==> src/rtl/dla_axi_lite_arb.sv <==
// dla_axi_lite_arb: round-robin arbiter that shares one dla_axi_lite_mgr
// between N_REQ requesters. The write and read channels have their own
// grant FSMs and pointers, so one write and one read can be in flight at
// the same time, just as the manager's separate write and read FSMs allow.
module dla_axi_lite_arb #(
  parameter int N_REQ          = 4,
  parameter int AXI_ADDR_WIDTH = 16,
  parameter int AXI_DATA_WIDTH = 32
) (
  input  logic                                clk_i,
  input  logic                                rst_i,
  input  logic [N_REQ-1:0]                    wr_req_i,
  input  logic [N_REQ*AXI_ADDR_WIDTH-1:0]     wr_addr_i,
  input  logic [N_REQ*AXI_DATA_WIDTH-1:0]     wr_data_i,
  output logic [N_REQ-1:0]                    wr_ack_o,
  input  logic [N_REQ-1:0]                    rd_req_i,
  input  logic [N_REQ*AXI_ADDR_WIDTH-1:0]     rd_addr_i,
  output logic [N_REQ-1:0]                    rd_ack_o,
  output logic [AXI_DATA_WIDTH-1:0]           rd_data_o,
  output logic [1:0]                          mgr_req_o,
  output logic [AXI_ADDR_WIDTH-1:0]           mgr_wr_addr_o,
  output logic [AXI_ADDR_WIDTH-1:0]           mgr_rd_addr_o,
  output logic [AXI_DATA_WIDTH-1:0]           mgr_wr_data_o,
  input  logic [1:0]                          mgr_rsp_i,
  input  logic [AXI_DATA_WIDTH-1:0]           mgr_rd_data_i
);

  localparam int AW = AXI_ADDR_WIDTH;
  localparam int DW = AXI_DATA_WIDTH;
  localparam int PW = (N_REQ > 1) ? $clog2(N_REQ) : 1;
  localparam logic [PW-1:0]    LAST_REQ = PW'(N_REQ - 1);
  localparam logic [N_REQ-1:0] ONE_HOT0 = N_REQ'(1);

  typedef enum logic [1:0] {
    W_IDLE,
    W_WAIT,
    W_ACK
  } wr_state_t;

  typedef enum logic [1:0] {
    R_IDLE,
    R_WAIT,
    R_DATA,
    R_ACK
  } rd_state_t;

  // Write channel state. r_wr_ptr doubles as the id of the requester being
  // served, because it is loaded with the grant at the moment of issue.
  wr_state_t         r_wr_state;
  logic [PW-1:0]     r_wr_ptr;
  logic [N_REQ-1:0]  r_wr_ack;
  logic              r_mgr_wr_req;
  logic [AW-1:0]     r_mgr_wr_addr;
  logic [DW-1:0]     r_mgr_wr_data;

  // Read channel state, same arrangement as the write side.
  rd_state_t         r_rd_state;
  logic [PW-1:0]     r_rd_ptr;
  logic [N_REQ-1:0]  r_rd_ack;
  logic [DW-1:0]     r_rd_data;
  logic              r_mgr_rd_req;
  logic [AW-1:0]     r_mgr_rd_addr;

  // Unpacked views of the per-requester address/data slots.
  logic [AW-1:0]     w_wr_addr_arr [N_REQ];
  logic [DW-1:0]     w_wr_data_arr [N_REQ];
  logic [AW-1:0]     w_rd_addr_arr [N_REQ];
  logic [PW-1:0]     w_wr_grant;
  logic [PW-1:0]     w_rd_grant;

  // Round-robin pick: nearest set request after ptr, wrapping. Scanning from
  // the farthest candidate down to the nearest lets the nearest overwrite
  // the others without a separate found flag. With no request set, the
  // result is ptr, which is never used because the FSM only grants on |req.
  function automatic logic [PW-1:0] rrPick(input logic [N_REQ-1:0] req,
                                           input logic [PW-1:0]    ptr);
    logic [PW-1:0] pick;
    logic [PW-1:0] cand;
    pick = ptr;
    for (int i = N_REQ; i >= 1; i--) begin
      cand = PW'((int'(ptr) + i) % N_REQ);
      if (req[cand]) pick = cand;
    end
    return pick;
  endfunction

  for (genvar k = 0; k < N_REQ; k++) begin : g_slot
    assign w_wr_addr_arr[k] = wr_addr_i[k*AW +: AW];
    assign w_wr_data_arr[k] = wr_data_i[k*DW +: DW];
    assign w_rd_addr_arr[k] = rd_addr_i[k*AW +: AW];
  end

  assign w_wr_grant = rrPick(wr_req_i, r_wr_ptr);
  assign w_rd_grant = rrPick(rd_req_i, r_rd_ptr);

  // Write FSM: grant, emit a one-cycle manager request, wait for the
  // manager's write response, then pulse the winner's ack for one cycle.
  // Requests are only sampled in W_IDLE, so a requester dropping its req on
  // the ack edge is never seen again.
  always_ff @(posedge clk_i) begin
    if (rst_i) begin
      r_wr_state    <= W_IDLE;
      r_wr_ptr      <= LAST_REQ;
      r_wr_ack      <= '0;
      r_mgr_wr_req  <= 1'b0;
      r_mgr_wr_addr <= '0;
      r_mgr_wr_data <= '0;
    end else begin
      case (r_wr_state)
        W_IDLE: begin
          r_wr_ack <= '0;
          if (|wr_req_i) begin
            r_mgr_wr_addr <= w_wr_addr_arr[w_wr_grant];
            r_mgr_wr_data <= w_wr_data_arr[w_wr_grant];
            r_mgr_wr_req  <= 1'b1;
            r_wr_ptr      <= w_wr_grant;
            r_wr_state    <= W_WAIT;
          end
        end
        W_WAIT: begin
          r_mgr_wr_req <= 1'b0;
          if (mgr_rsp_i[0]) begin
            r_wr_ack   <= ONE_HOT0 << r_wr_ptr;
            r_wr_state <= W_ACK;
          end
        end
        W_ACK: begin
          r_wr_ack   <= '0;
          r_wr_state <= W_IDLE;
        end
        default: begin
          r_wr_ack     <= '0;
          r_mgr_wr_req <= 1'b0;
          r_wr_state   <= W_IDLE;
        end
      endcase
    end
  end

  // Read FSM: like the write side, plus an extra R_DATA step because the
  // manager's read-data register only updates on the response edge, so
  // the data is captured one cycle after the response.
  always_ff @(posedge clk_i) begin
    if (rst_i) begin
      r_rd_state    <= R_IDLE;
      r_rd_ptr      <= LAST_REQ;
      r_rd_ack      <= '0;
      r_rd_data     <= '0;
      r_mgr_rd_req  <= 1'b0;
      r_mgr_rd_addr <= '0;
    end else begin
      case (r_rd_state)
        R_IDLE: begin
          r_rd_ack <= '0;
          if (|rd_req_i) begin
            r_mgr_rd_addr <= w_rd_addr_arr[w_rd_grant];
            r_mgr_rd_req  <= 1'b1;
            r_rd_ptr      <= w_rd_grant;
            r_rd_state    <= R_WAIT;
          end
        end
        R_WAIT: begin
          r_mgr_rd_req <= 1'b0;
          if (mgr_rsp_i[1]) begin
            r_rd_state <= R_DATA;
          end
        end
        R_DATA: begin
          r_rd_data  <= mgr_rd_data_i;
          r_rd_ack   <= ONE_HOT0 << r_rd_ptr;
          r_rd_state <= R_ACK;
        end
        R_ACK: begin
          r_rd_ack   <= '0;
          r_rd_state <= R_IDLE;
        end
        default: begin
          r_rd_ack     <= '0;
          r_mgr_rd_req <= 1'b0;
          r_rd_state   <= R_IDLE;
        end
      endcase
    end
  end

  assign wr_ack_o      = r_wr_ack;
  assign rd_ack_o      = r_rd_ack;
  assign rd_data_o     = r_rd_data;
  assign mgr_req_o     = {r_mgr_rd_req, r_mgr_wr_req};
  assign mgr_wr_addr_o = r_mgr_wr_addr;
  assign mgr_wr_data_o = r_mgr_wr_data;
  assign mgr_rd_addr_o = r_mgr_rd_addr;

endmodule

==> config.mk <==
export PLATFORM = sky130hd
export DESIGN_NAME = dla_axi_lite_arb
export DESIGN_NICKNAME = d
export VERILOG_FILES = /design/src/rtl/dla_axi_lite_arb.sv
export SDC_FILE = /design/constraint.sdc
export NUM_CORES = 1
export LEC_CHECK = 0
export ABC_AREA = 1
export CAP_MARGIN = 30
export CORE_AREA = 5 5 155 157
export CTS_CLUSTER_DIAMETER = 120
export DETAILED_ROUTE_END_ITERATION = 8
export DIE_AREA = 0 0 160 162
export PLACE_DENSITY_LB_ADDON = 0.1
export SETUP_SLACK_MARGIN = 0.15
export SLEW_MARGIN = 20
export SYNTH_ARGS = -nofsm -noshare
export SYNTH_HDL_FRONTEND = slang
export SYNTH_SLANG_ARGS = --single-unit
==> constraint.sdc <==
create_clock -name clk_i -period 2.82 [get_ports clk_i]
set_input_delay 0.846 -clock clk_i [delete_from_list [all_inputs] [get_ports clk_i]]
set_output_delay 0.846 -clock clk_i [all_outputs]
set_load 0.01 [all_outputs]
==> summary.txt, run 1 <==
impl run done, here's what came out: status=completed, CTS Buf Count=17, met3 WL=2400 µm, CP Launch Type=flip-flop, worst-margin pin slew=604 ps, Syn Nets=1557, Synth Instances=1245, Design Area, Final=12200 µm², DRC errors left=0, hpwl dp=21000 µm, Top cells excl fill/tap=clkdlybuf4s50_1 (404), nand2_1 (317), nand3_1 (242), vias in the first global route=8483, Crit Path Max Fanout=13, num rows=55, Worst EP arrival=2630 ps, CP Cell Sequence=inv_2 -> ha_1 -> inv_1 -> nand2_1 -> nand2_1 -> nand2_1 -> nand2_1 -> nand2_2 -> buf_4 -> nand3_1 -> nand3_1 -> nand3_1 -> nand2_1 -> inv_1, Yosys Chip Area=7200 µm², EDFF count, synth=0, Tool Warnings=35, CTS tree=done, fmax=432 MHz, Detailed Routing Iterations Pass 1=5, Synth-to-Final Area Change=69.7%, Critical Setup Path Class=reg -> reg, PD cells=1020 nW/µm², pin count of the biggest net entering global routing=53, Hold Buf Count CTS=0, initial antenna violation count=2, GR met3 Demand/Resource=0.0688, PortBufs=405, logic area=3820 µm², I/O pins=406, hold crit path type=reg -> reg, first-pass GRT wire length=45000 µm, DIE WIDTH=160 µm, clk latency late pin=420 ps, Fin. Hold Viols=0, Routed Antenna Nets=0, GRT Total Usage=0.214, H-tree depth=4, clk sinks=114, slowest stage delay, CP=600 ps, Post-synth ARST share=0, cell total in the yosys stat output=1245, register area=2280 µm², Commonest flop=dfxtp_1, flop2flop setup slack=500 ps, Placed Cells=1891, Via density=4.58, clk buf depth=2, post-route clock period utilization=0.821, Highest Signal Layer=met5, WP buf/inv=4, Top Usage Layer GRT=met2, #FFs+latches synth=114, final RePlAce weighted congestion=0.840, Peak VDD IR=576 µV, Synth top cell by count=nand2_1, most numerous logic cell after layout=clkdlybuf4s50_1, RSZ-0062 raised after global routing=false, delay-heaviest family, CP=simple AND/OR/NAND/NOR gates, DR iter-0 viols=450, Die Ht=162 µm, final worst setup slack=503 ps, Post-CTS Setup Inserts=0, Ys Warns=0, CP most frequent cell=nand2_1, critical path endpoint category=flip-flop, Met1 Wirelength=11800 µm, WHS=465 ps, Final min period=2320 ps
==> run 1: final cells by class <==
| cell class | count | share of cell area |
|---|---|---|
| well taps | 285 | 0.0292 |
| multi-input cells | 859 | 0.313 |
| repair buffers | 432 | 0.361 |
| clock buffers | 17 | 0.0348 |
| diodes | 1 | 0.000205 |
| inverters | 201 | 0.0620 |
| clock inverters | 15 | 0.0133 |
| flip-flops and latches | 114 | 0.187 |
==> run 1: where the power goes <==
part / total, W / internal [W] / switching [W]
Sequential: 0.00252 / 0.00220 / 0.000318
Combinational: 0.00772 / 0.00331 / 0.00441
Clock: 0.00219 / 0.00126 / 0.000930
==> run 1: registers in the layout (all words and copies together), names as in the netlist, 4 cells and up <==
register / cells
mgr_wr_addr_o: 16
rd_ack_o: 4
mgr_rd_addr_o: 16
rd_data_o: 32
wr_ack_o: 4
mgr_wr_data_o: 32
==> run 1: tightest hold or removal path: cells and delay by family (launching register included) <==
kind            cells  cell delay, ps
flops               1             310
simple gates        1              60
compound gates      1              50
==> run 1: worst paths after layout <==
check                           startpoint                       endpoint  cells after the start
setup reg to reg  r_rd_ptr[0]$_SDFFE_PP1P_  mgr_rd_addr_o[2]$_SDFFE_PP0P_                     14
hold / removal    wr_ack_o[2]$_SDFFE_PP0P_       wr_ack_o[2]$_SDFFE_PP0P_                      2
setup / recovery  r_rd_ptr[0]$_SDFFE_PP1P_  mgr_rd_addr_o[2]$_SDFFE_PP0P_                     14
hold reg to reg   wr_ack_o[2]$_SDFFE_PP0P_       wr_ack_o[2]$_SDFFE_PP0P_                      2
==> run 1: kinds of logic after synthesis <==
kind of cell | count (synthesis) | synth area share
simple gates | 758 | 0.447
compound gates | 89 | 0.0622
buf+inv | 272 | 0.153
flops | 114 | 0.317
fa+ha+maj | 12 | 0.0209
Run 1, routing congestion:
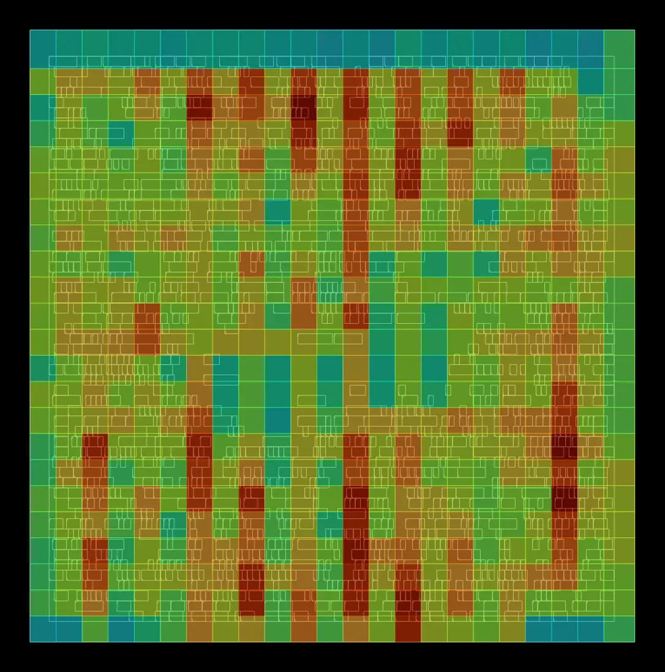
DR WL/cell: 15.0 µm
met2 Use GR: 0.358

Run 1, zoomed window:
Scale bar: 5 µm. Window x 110 to 130, y 112 to 132 µm. Cells in gray, sequential cells in the stronger gray; small squares are vias.
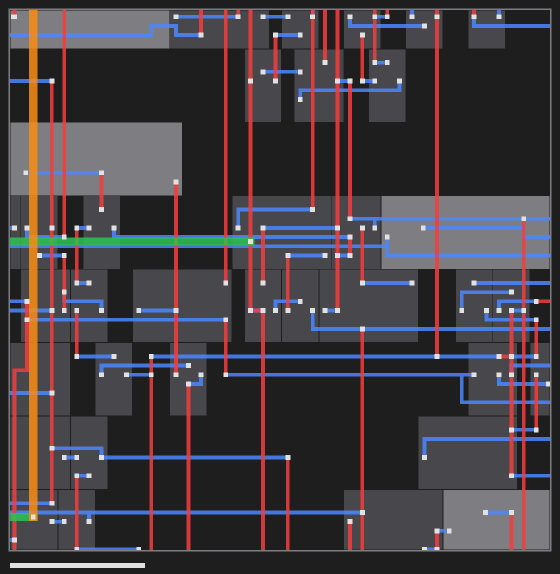
- blue: M1
- green: M3
- orange: M4
- red: M2
- most frequent: nand2_1 (16), clkdlybuf4s50_1 (7), dfxtp_1 (4)
- sequential cells in the window: 4
- netlist names of flops here include: mgr_wr_data_o (4)
- cells with their middle in the window: 33

Run 1, metal 1:
Scale bar: 50 µm. Cells faint in the background.
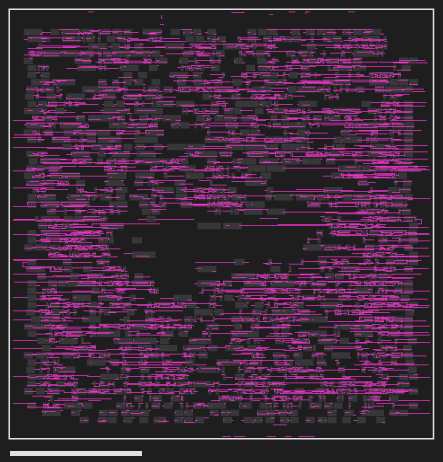
- main direction: horizontal
- nets with wire on the layer: 1714
DRT Wirelength: 28800 µm
grt met1 use: 0.257
routed vias: 8803

--- run 2 (diff from run 1) ---
Clock period 2.82 ns to 2.3 ns, I/O delays scaled along.
Run 2, routing congestion:
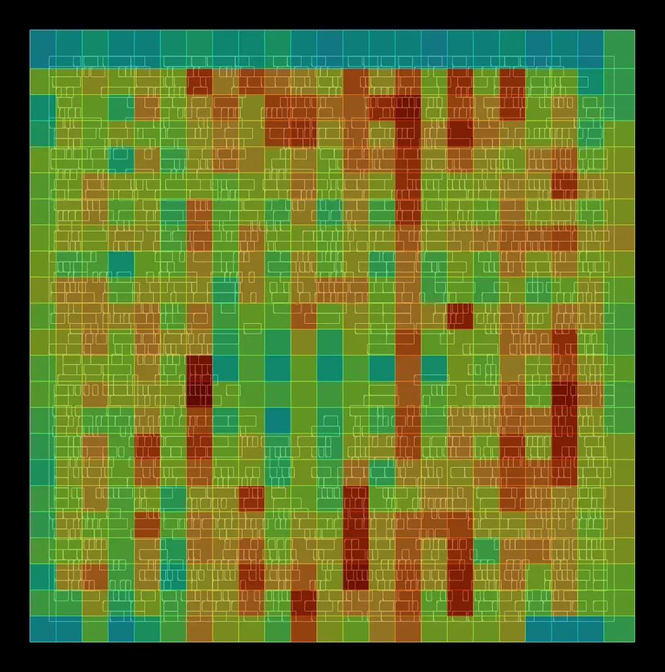
Top Usage Layer GRT: met2
GRT Total Usage: 0.213

Run 2, signal metal coverage by tile:
32 x 32 tiles, from white (low) to dark blue (high), scaled to the fullest tile. Values are wire area over tile area, all layers added.
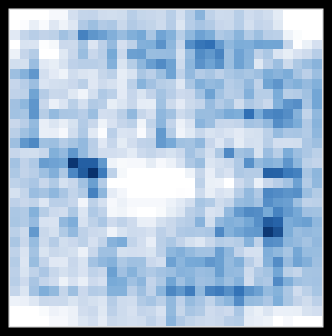
- nearly empty tiles: 5.7%
- fullest tile: 0.65
- mean over tiles: 0.20
- tiles over half the peak: 12%
- emptiest ninth of the die: center
DRT Wirelength: 31300 µm
DR WL/cell: 15.8 µm
routed vias: 9223

==> run 2 against run 1 <==
Against the previous run: clock power rose by 22%; global-route usage fell by 0.068 points; flip-flop count did not move; synthesized cell count unchanged; area after synthesis stayed put; cell area up 9.0%; total power grew 48%; non-clock buffer count grew 57; combinational power is 63% higher; clock skew grew 1.8 ps; die size did not move; critical path type unchanged; critical endpoint is now mgr_wr_data_o[18]$_SDFFE_PP0P_; largest power group unchanged.
==> summary.txt, run 2 <==
impl run done, here's what came out: hold path cells=2 (unchanged), first-pass GRT wire length=45400 µm (+0.83%), Crit Path Max Fanout=11 (-2), CP Launch Type=flip-flop, DRC errors left=0 (unchanged), Worst R2R End=mgr_wr_data_o[18]$_SDFFE_PP0P_, EDFF count, synth=0 (unchanged), Fin. Hold Viols=0 (unchanged), Yosys Chip Area=7200 µm² (unchanged), slowest stage delay, CP=350 ps (-250 ps), PortBufs=405 (unchanged), Synth top cell by count=nand2_1, min-delay src=wr_ack_o[3]$_SDFFE_PP0P_, Tool Warnings=37 (+5.7%), clk buf depth=2 (unchanged), CTS tree=done, flop2flop setup slack=220 ps (-280 ps), delay-heaviest family, CP=simple AND/OR/NAND/NOR gates, top power group=combinational logic, Final min period=2080 ps (-239 ps), internal power=0.0104 W (+54%), clock power share=0.146 (-0.030), fmax=481 MHz (+12%), Peak VDD IR=662 µV (+15%), hpwl dp=21300 µm (+1.2%), final RePlAce weighted congestion=0.841 (+0.11%), Antenna Cells=0 (-1), Top cells excl fill/tap=clkdlybuf4s50_1 (396), nand2_1 (309), nand3_1 (236), Power Clock=0.00268 W (+22%), clk latency late pin=420 ps (about the same), Commonest flop=dfxtp_1, Die Ht=162 µm (unchanged), status=completed, pin count of the biggest net entering global routing=58 (+9.4%), most numerous logic cell after layout=clkdlybuf4s50_1, CP most frequent cell=nand2_1, H-tree depth=4 (unchanged), Design Area, Final=13300 µm² (+9.0%), initial antenna violation count=2 (unchanged), CP Cell Sequence=buf_4 -> nand2_1 -> o21ai_4 -> nand2_1 -> nand2_1 -> nand2_2 -> nand2_4 -> nand2_8 -> nand2_8 -> clkinv_8 -> buf_4 -> clkbuf_16 -> nand2_1 -> nand3_1 -> nand2_1 -> nor2_1, hold crit path type=reg -> reg, Detailed Routing Iterations Pass 1=5 (unchanged), Worst EP arrival=2390 ps (-240 ps), Sw Ratio=0.433 (-0.0221), critical path endpoint category=flip-flop, R2R depth=16 (+2), Post-synth ARST share=0 (unchanged), Syn Nets=1557 (unchanged), vias in the first global route=8479 (-0.047%), DIE WIDTH=160 µm (unchanged), Synth-to-Final Area Change=85.0%, I/O pins=406 (unchanged), WP buf/inv=4 (unchanged), RSZ-0062 raised after global routing=true
-- run 2: cells by family after synthesis --
| family | after synthesis | share of synthesized area |
|---|---|---|
| fa+ha+maj | 12 | 0.0209 |
| compound gates | 89 | 0.0622 |
| buf+inv | 272 | 0.153 |
| flops | 114 | 0.317 |
| simple gates | 758 | 0.447 |
-- run 2: final cells by class --
cell class	count	area, µm²
fillers	2132	9050
repair buffers	489	5300
multi-input cells	861	4020
flip-flops and latches	114	2280
inverters	201	777
clock buffers	17	425
well taps	285	357
clock inverters	15	163
-- run 2: worst max path at each step --
stage                                        start  slack, ps  cells after the start                             end
after floorplan                        wr_req_i[3]        270                     10  mgr_wr_data_o[11]$_SDFFE_PP0P_
after global placement                 wr_req_i[2]       -250                     16   mgr_wr_addr_o[2]$_SDFFE_PP0P_
after detailed placement               wr_req_i[1]       -300                     15  mgr_wr_addr_o[11]$_SDFFE_PP0P_
after CTS                              wr_req_i[2]        150                     16   mgr_wr_addr_o[2]$_SDFFE_PP0P_
after global routing      r_wr_ptr[0]$_SDFFE_PP1P_        120                     16  mgr_wr_data_o[18]$_SDFFE_PP0P_
final                     r_wr_ptr[0]$_SDFFE_PP1P_        220                     16  mgr_wr_data_o[18]$_SDFFE_PP0P_
-- run 2: metal layers --
layer	part of all wire	track usage
met1	0.41	0.262
met2	0.50	0.363
met3	0.079	0.0667
met4	0.018	0.0567
met5	0.0011	0
-- run 2: per-stage QoR --
stage	setup slack (ps)	utilization	cells	hold WS [ps]	setup TNS [ps]
after floorplan	267	-	1245	424	0
after global placement	-250	0.533	1915	455	-13760
after detailed placement	-297	0.534	1916	456	-16220
after CTS	146	0.560	1948	472	0
after global routing	116	0.595	1982	490	0
final	222	0.595	1982	464	0
Power figures rest on the tool's default switching activity, not on a simulated workload.
